**src/rtl/parking_time_stamper.sv**
```systemverilog
// Entry/exit timestamp generator for the parking lot: free-running time base,
// slot occupancy table with entry stamps, and an exit report with elapsed time.
//
// state | meaning
// IDLE  | waiting; exit_req wins over enter_req
// SCAN  | probing one slot per cycle for the lowest free index
// GRANT | claim slot idx, stamp it with now, pulse enter_ack (ok=1)
// FULL  | no free slot found, pulse enter_ack (ok=0)
// EXIT  | report and release exit_slot, pulse exit_ack
module parking_time_stamper #(
    parameter int TW       = 8,
    parameter int SLOTS    = 4,
    parameter int SW       = 2,
    parameter int TICK_DIV = 4
) (
    input  logic          clk,
    input  logic          reset_n,
    input  logic          enter_req,
    output logic          enter_ack,
    output logic          enter_ok,
    output logic [SW-1:0] enter_slot,
    input  logic          exit_req,
    input  logic [SW-1:0] exit_slot,
    output logic          exit_ack,
    output logic          exit_err,
    output logic [TW-1:0] time_in,
    output logic [TW-1:0] time_out,
    output logic [TW-1:0] time_total,
    output logic [TW-1:0] now,
    output logic [SW:0]   occupied_cnt
);

    localparam int DW = (TICK_DIV > 1) ? $clog2(TICK_DIV) : 1;
    localparam int CW = SW + 1;

    typedef enum logic [2:0] {IDLE, SCAN, GRANT, FULL, EXIT} state_t;

    state_t          state, state_nx;
    logic [SW-1:0]   idx, idx_nx;
    logic [DW-1:0]   div;
    logic [SLOTS-1:0] occupied;
    logic [TW-1:0]   stamp [SLOTS];

    logic            ok_q, err_q;
    logic [SW-1:0]   slot_q;
    logic [TW-1:0]   in_q, out_q, tot_q;

    logic            exit_hit;
    logic [TW-1:0]   in_c, out_c, tot_c;

    // Time base runs independently of the transaction FSM.
    always_ff @(posedge clk or negedge reset_n) begin
        if (!reset_n) begin
            div <= '0;
            now <= '0;
        end else if (div == DW'(TICK_DIV - 1)) begin
            div <= '0;
            now <= now + 1'b1;
        end else begin
            div <= div + 1'b1;
        end
    end

    always_ff @(posedge clk or negedge reset_n) begin
        if (!reset_n) begin
            state <= IDLE;
            idx   <= '0;
        end else begin
            state <= state_nx;
            idx   <= idx_nx;
        end
    end

    always_comb begin
        state_nx = state;
        idx_nx   = idx;
        case (state)
            IDLE: begin
                if (exit_req) begin
                    state_nx = EXIT;
                end else if (enter_req) begin
                    state_nx = SCAN;
                    idx_nx   = '0;
                end
            end
            SCAN: begin
                if (!occupied[idx])
                    state_nx = GRANT;
                else if (idx == SW'(SLOTS - 1))
                    state_nx = FULL;
                else
                    idx_nx = idx + 1'b1;
            end
            GRANT, FULL, EXIT: state_nx = IDLE;
            default: state_nx = IDLE;
        endcase
    end

    // Error exits report all-zero times; 0 - 0 keeps time_total at 0 too.
    assign exit_hit = occupied[exit_slot];
    assign in_c     = exit_hit ? stamp[exit_slot] : '0;
    assign out_c    = exit_hit ? now : '0;
    assign tot_c    = out_c - in_c;

    always_comb begin
        enter_ack  = (state == GRANT) || (state == FULL);
        enter_ok   = ok_q;
        enter_slot = slot_q;
        exit_ack   = (state == EXIT);
        exit_err   = err_q;
        time_in    = in_q;
        time_out   = out_q;
        time_total = tot_q;
        if (state == GRANT) begin
            enter_ok   = 1'b1;
            enter_slot = idx;
        end else if (state == FULL) begin
            enter_ok   = 1'b0;
        end else if (state == EXIT) begin
            exit_err   = !exit_hit;
            time_in    = in_c;
            time_out   = out_c;
            time_total = tot_c;
        end
    end

    // Table writes and held report values commit at the end of the ack cycle.
    always_ff @(posedge clk or negedge reset_n) begin
        if (!reset_n) begin
            occupied <= '0;
            for (int i = 0; i < SLOTS; i++) stamp[i] <= '0;
            ok_q   <= 1'b0;
            err_q  <= 1'b0;
            slot_q <= '0;
            in_q   <= '0;
            out_q  <= '0;
            tot_q  <= '0;
        end else begin
            case (state)
                GRANT: begin
                    occupied[idx] <= 1'b1;
                    stamp[idx]    <= now;
                    ok_q          <= 1'b1;
                    slot_q        <= idx;
                end
                FULL: ok_q <= 1'b0;
                EXIT: begin
                    if (exit_hit) occupied[exit_slot] <= 1'b0;
                    err_q <= !exit_hit;
                    in_q  <= in_c;
                    out_q <= out_c;
                    tot_q <= tot_c;
                end
                default: ;
            endcase
        end
    end

    always_comb begin
        occupied_cnt = '0;
        for (int i = 0; i < SLOTS; i++)
            occupied_cnt = occupied_cnt + CW'(occupied[i]);
    end

endmodule

```
**config.mk**
```make
export PLATFORM = sky130hd
export DESIGN_NAME = parking_time_stamper
export DESIGN_NICKNAME = d
export VERILOG_FILES = /design/src/rtl/parking_time_stamper.sv
export SDC_FILE = /design/constraint.sdc
export NUM_CORES = 1
export LEC_CHECK = 0
export ABC_AREA = 0
export CORE_MARGIN = 5
export CORE_UTILIZATION = 50
export CTS_CLUSTER_SIZE = 14
export DETAILED_ROUTE_END_ITERATION = 8
export HOLD_SLACK_MARGIN = 0.08
export PLACE_DENSITY = 0.84
export SYNTH_ARGS = -nofsm -noshare
export SYNTH_HDL_FRONTEND = slang
export SYNTH_SLANG_ARGS = --single-unit
export TNS_END_PERCENT = 30
```
**constraint.sdc**
```tcl
create_clock -name clk -period 5.2 [get_ports clk]
set_clock_uncertainty 0.1 [all_clocks]
set_input_delay 1.56 -clock clk [delete_from_list [all_inputs] [get_ports clk]]
set_output_delay 1.56 -clock clk [all_outputs]
set_load 0.05 [all_outputs]
```
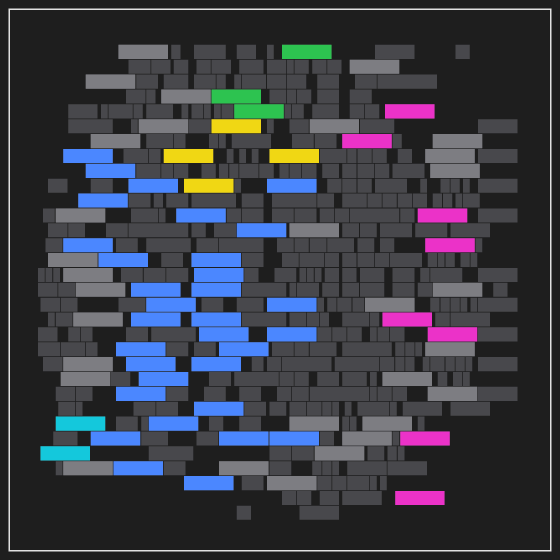
Run 1: register map, names as in the netlist
[magenta] tot_q | sequential cells: 8
[blue] stamp | sequential cells: 32
[yellow] occupied | sequential cells: 4 | where: top middle
[green] state | sequential cells: 3
[cyan] div | sequential cells: 2
Register Area: 1980 um^2
seq pwr: 838 uW
Finished Core Util: 0.694

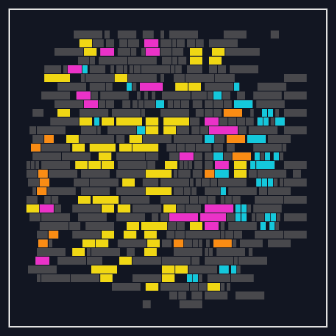
Run 1: logic cells by family
[yellow] multiplexers | cells: 59 | most used: mux2_2
[orange] XOR/XNOR gates | cells: 13 | most used: xor2_1
[cyan] inverting AOI/OAI gates | cells: 38 | most used: o21ai_0
[magenta] adder and majority cells | cells: 17 | most used: ha_1
multi-input combinational area share: 0.371
fin cells: 518
top logic cell by instance count in the layout: dfrtp_1

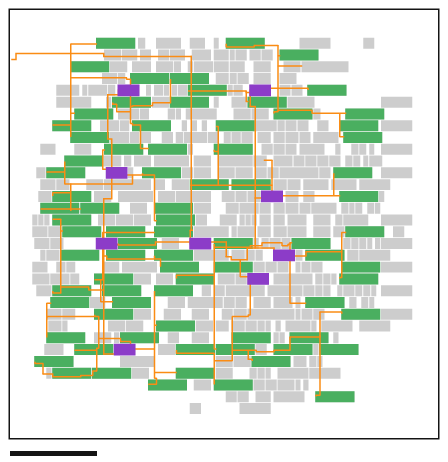
Run 1: routed clock nets over the placement
The bar under the picture is 20 um long.
[orange] clock wires | length: 960 um
[green] flip-flops | count: 79
[purple] cells driving clock nets | count: 9
routed clock nets: 10
Clock Power Share: 0.179
clock network power: 556 uW
clk latency late pin: 0.35 ns

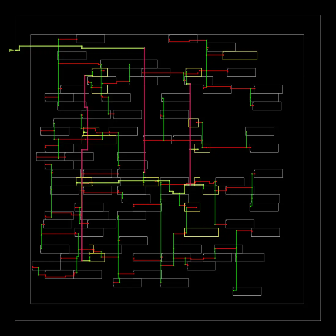
Run 1: clock wiring as the flow saved it
clock buf count: 11
TritonCTS buffer count: 9
Flops: 79

==> flow_metrics.py, run 1 <==
# Generated from Yosys and OpenROAD reports
metrics = {
    "run_status": {
        "status": "finished with violations",
        "violations": "setup timing",
    },
    "synthesis": {
        "synth_area_per_cell_um2": 12.1,
        "yosys.area.top_type": "dfrtp_1",
        "synthAoiAreaFrac": 0.0679,
        "ff_type": "dfrtp_1",
        "synthMuxAreaShare": 0.197,
    },
    "final_layout": {
        "fin_nets": 434,
        "regMostFlops": "stamp",
        "n_all_buffers": 89,
        "largestClassByArea": "multi-input combinational cells",
        "n_all_inverters": 13,
        "multiInputGateArea_um2": 1980,
        "largest_reg_flops": 32,
        "diodes": 0,
    },
    "detailed_routing": {
        "wl_met2_um": 4750,
        "first_pass_iters": 5,
        "drc": 0,
        "wl_met3_um": 302,
    },
    "floorplanning": {
        "dieHeight_um": 98.8,
        "rows": 32,
    },
    "placement": {
        "dp_slack_ns": -0.918,
        "place_inst": 497,
        "gp_congestion": 0.833,
    },
    "critical_path": {
        "crit_required_ns": 3.54,
        "crit_path_cell_trace": "buf_8 > mux4_2 > buf_4 > and2_4 > ha_1 > a21o_1 > a31o_2 > a21oi_2 > xor2_1 > buf_4 > o21ai_4 > buf_12",
        "critPathKind": "in -> out",
        "cp.depth": 12,
        "cp.arrival_ns": 4.00,
        "crit_family": "AND-OR/OR-AND gates",
        "slowest_delay_ns": 0.58,
    },
    "clocking": {
        "cts_resized": 23,
        "clockBufferDepth": 2,
        "clk_pin_slew_ns": 0.08,
    },
    "final_timing": {
        "rsz0062_at_grt": "yes",
        "setup_viol": 6,
        "fin_ws_ns": -0.458,
    },
    "power_and_ir_drop": {
        "power.leakage_uw": 0.00257,
    },
    "min_path": {
        "min_path_type": "reg -> reg",
    },
}
## run 1: worst reg2reg max path, delay by kind of cell, from the launching register on
family | cells | cell delay (ns)
xor+xnor | 1 | 0.21
flops | 1 | 0.44
compound gates | 4 | 0.63
simple gates | 1 | 0.15
buf+inv | 3 | 0.45
mux | 1 | 0.56
fa+ha+maj | 1 | 0.29
## run 1: per-layer routing
| metal | vias up | global-route usage |
|---|---|---|
| li1 | 1319 | - |
| met1 | 1389 | 0.233 |
| met2 | 56 | 0.346 |
| met3 | 17 | 0.0326 |
| met4 | 0 | 0.0882 |
| met5 | - | 0 |
## run 1: power by group
group	leakage (uW)	total (uW)	switching [uW]	internal [uW]
combinational	0.00139	1710	963	751
clock	0.000124	556	223	333
sequential	0.00105	838	89.3	749
total	0.00257	3110	1280	1830
Run 1, placement by cell class:
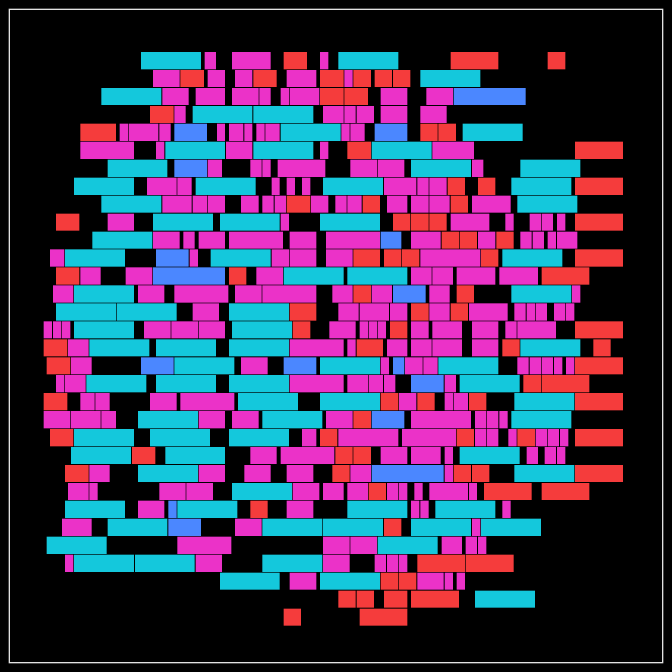

## Run 2: what changed since run 1
--- a/config.mk
+++ b/config.mk
@@ -8,8 +8,10 @@
 export ABC_AREA = 0
 export CORE_MARGIN = 5
 export CORE_UTILIZATION = 50
+export CTS_CLUSTER_DIAMETER = 150
 export CTS_CLUSTER_SIZE = 14
 export DETAILED_ROUTE_END_ITERATION = 8
+export GPL_TIMING_DRIVEN = 0
 export HOLD_SLACK_MARGIN = 0.08
 export PLACE_DENSITY = 0.84
 export SYNTH_ARGS = -nofsm -noshare
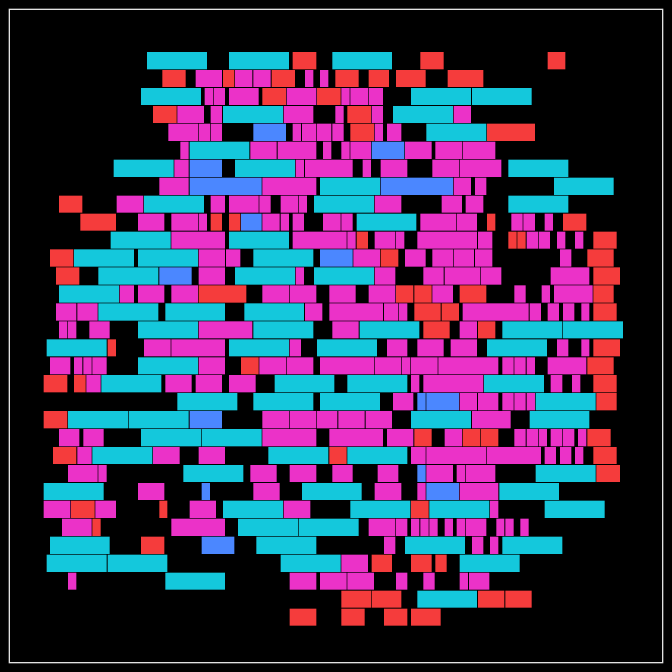
Run 2: placement by cell class
[magenta] all other logic | cells: 232 | share of their area: 42%
[red] other buffers and delay cells | cells: 74 | share of their area: 14%
[cyan] flops | cells: 79 | share of their area: 40%
[blue] clock drivers and dummy loads | cells: 15 | share of their area: 4.1%
total core area: 7690 um^2
post-route cell area: 5060 um^2

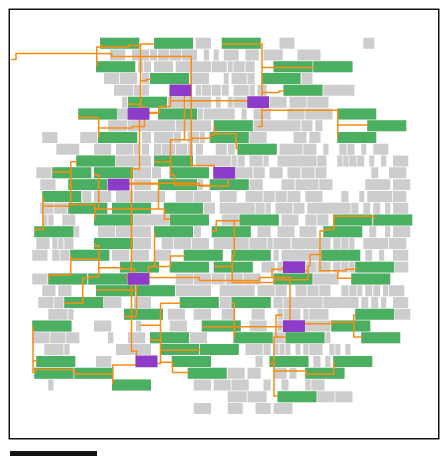
Run 2: routed clock nets over the placement
The bar under the picture is 20 um long.
[green] flip-flops | count: 79
[orange] clock wires | length: 927 um
[purple] cells driving clock nets | count: 9
flops lie: all over the die
routed clock nets: 10
Clock Power Share: 0.167
clock network power: 480 uW

==> run 2 against run 1 <==
The run still ends with setup timing left. Global-route usage down 1.1 points. Largest cell class unchanged. Sequential cell count stayed put. Hold slack worse by 0.0066 ns.
==> flow_metrics.py, run 2 <==
# Generated from Yosys and OpenROAD reports
metrics = {
    "synthesis": {
        "yosys.area.top_type": "dfrtp_1",
        "synth_area_per_cell_um2": 12.1,
        "ff_type": "dfrtp_1",
        "synthMuxAreaShare": 0.197,
    },
    "placement": {
        "dp_slack_ns": -1.76,
        "gp_congestion": 0.817,
    },
    "power_and_ir_drop": {
        "p_seq_uw": 834,
        "power.leakage_uw": 0.00250,
        "switching_power_uw": 1230,
        "swShare": 0.428,
        "seq_power_share": 0.290,
        "power-top-group": "combinational cells",
    },
    "final_layout": {
        "final_common_cell": "dfrtp_1",
    },
    "critical_path": {
        "crit_required_ns": 3.54,
        "crit_path_cell_trace": "buf_8 > mux4_2 > buf_4 > buf_4 > and2_4 > ha_4 > a21o_1 > a21oi_2 > or4b_4 > nand3_4 > buf_8",
        "cp.depth": 11,
        "critPathKind": "in -> out",
    },
    "run_status": {
        "status": "finished with violations",
        "violations": "setup timing",
    },
    "final_timing": {
        "setup_viol": 6,
        "fin_ws_ns": -0.474,
    },
    "clocking": {
        "cts_resized": 83,
    },
}
[run 2: final cells by class]
cell class / instances / area share
Clock inverter: 3 / 0.0136
Sequential cell: 79 / 0.391
Multi-Input combinational cell: 219 / 0.398
Clock buffer: 12 / 0.0267
Buffer: 16 / 0.0203
Inverter: 13 / 0.00964
Tap cell: 102 / 0.0252
Timing Repair Buffer: 58 / 0.116
[run 2: per-layer routing]
layer | track usage | vias up
met5 | 0 | -
met4 | 0.0567 | 0
met2 | 0.299 | 58
met1 | 0.245 | 1329
met3 | 0.0481 | 12
li1 | - | 1285
[run 2: cells by family after synthesis]
kind of cell | count (synthesis)
flops | 79
xor+xnor | 13
buf+inv | 29
simple gates | 83
compound gates | 47
mux | 59
fa+ha+maj | 17
No activity file was given, so power comes from the tool's default toggle rates.
